Register map, names as in the netlist:
(8 px per um)
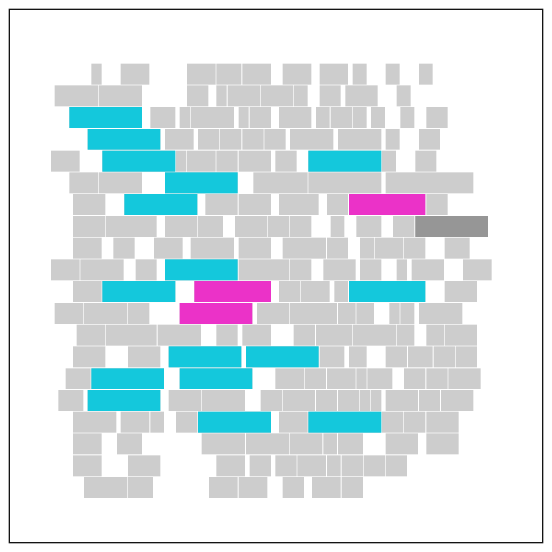
Wiring heat map:
(6 px per um) 13 x 13 tiles, from dark blue (low) to red (high), scaled to the fullest tile. Values are wire area over tile area, all layers added.
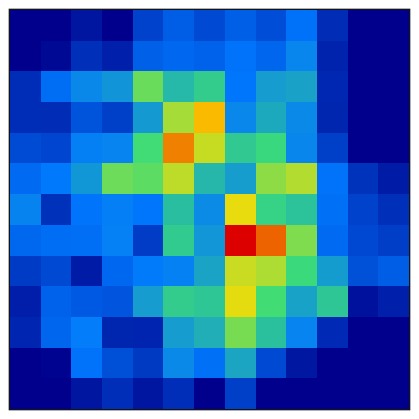
Wires at chosen ports, followed through buffers:
(8 px per um)
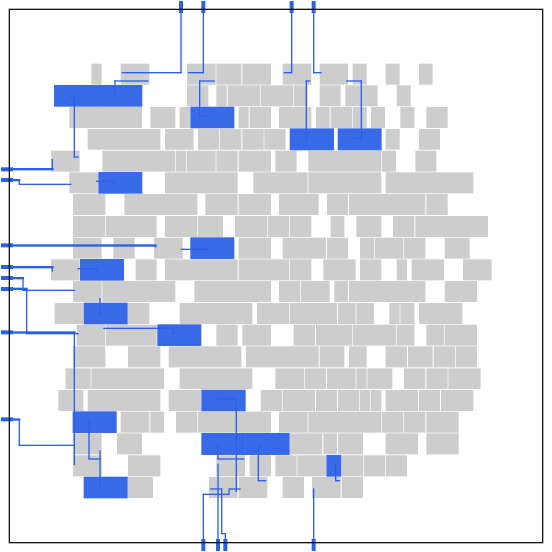
Placement view:
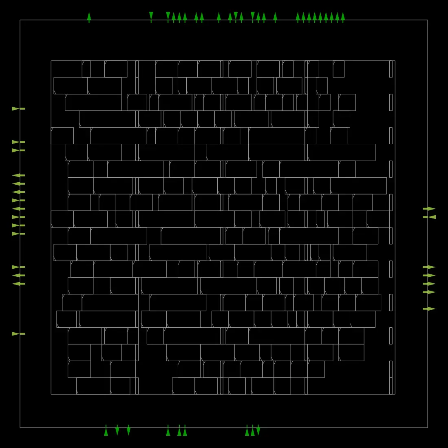
Wiring by layer:
(6 px per um) Two of the layers only.
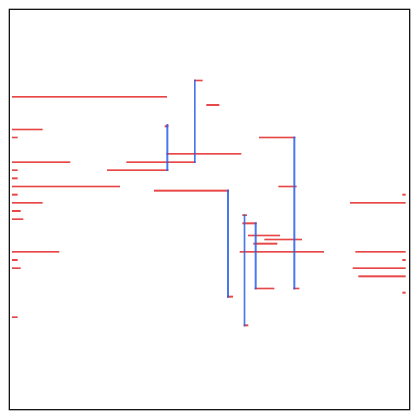
Design risc_fsm_controller, sky130hd; sources not shown.
==> impl_metrics.yaml <==
# physical design summary
run_status:
  status: "finished, violations left"
  violations: "negative setup slack"
floorplanning:
  die_height_um: 66.5
  die_area_sq_mm: 0.00442
  taps: 44
synthesis:
  topCellsByArea: "dfrtp_1, mux2_4, buf_4"
  logic_family: "multiplexers"
  synthAoiAreaFrac: 0.0775
  avgSynthCellArea_sq_um: 11.0
  xor_share: 0.00686
  async_reset_ff_frac: 1.00
  syn_nets: 136
detailed_routing:
  wl_met2_um: 2050
  via_per_inst: 4.81
clock_tree:
  clk_pin_slew_ps: 130
  cts_root_buf: "clkbuf_4"
final_timing:
  hold_viol_final: 0
  setup_violations: 34
  fin_ws_ps: -340
  timing.hold.ws_ps: 494
pwr:
  p_clk_frac: 0.088
  p_int_mw: 2.79
  netSwitchingPower_mw: 1.87
  power-top-group: "combinational cells"
Back to the opening pictures, 'register map, names as in the netlist':
- ir_q: cyan (placed flops 16)
- state_q: magenta (placed flops 3)
- not colored: 1
Storage cell area: 504 sq um
Layout Utilization: 0.740

Back to the opening pictures, 'wiring heat map':
- fullest tile: 0.59
- tiles over half the peak: 12%
- mean over tiles: 0.14
- densest ninth of the die: middle
global router's overall resource usage: 0.173
Total Routed Length: 3910 um

Back to the opening pictures, 'wires at chosen ports, followed through buffers':
- in: blue (bits 16; direction input; edge 8 left, 4 bottom, 4 top; end cells 16; buffers 16; wire 269 um)
Top-Level Pins: 56
# port buffers: 54

Back to the opening pictures, 'placement view':
Core Box Area: 0.00305 sq mm
registers: 20

Back to the opening pictures, 'wiring by layer':
- M3: red (wire length 205 um)
- M4: blue (wire length 93.2 um)
DR vias: 1174
drt wl/cell: 16.0 um

No activity file was given, so power comes from the tool's default toggle rates.
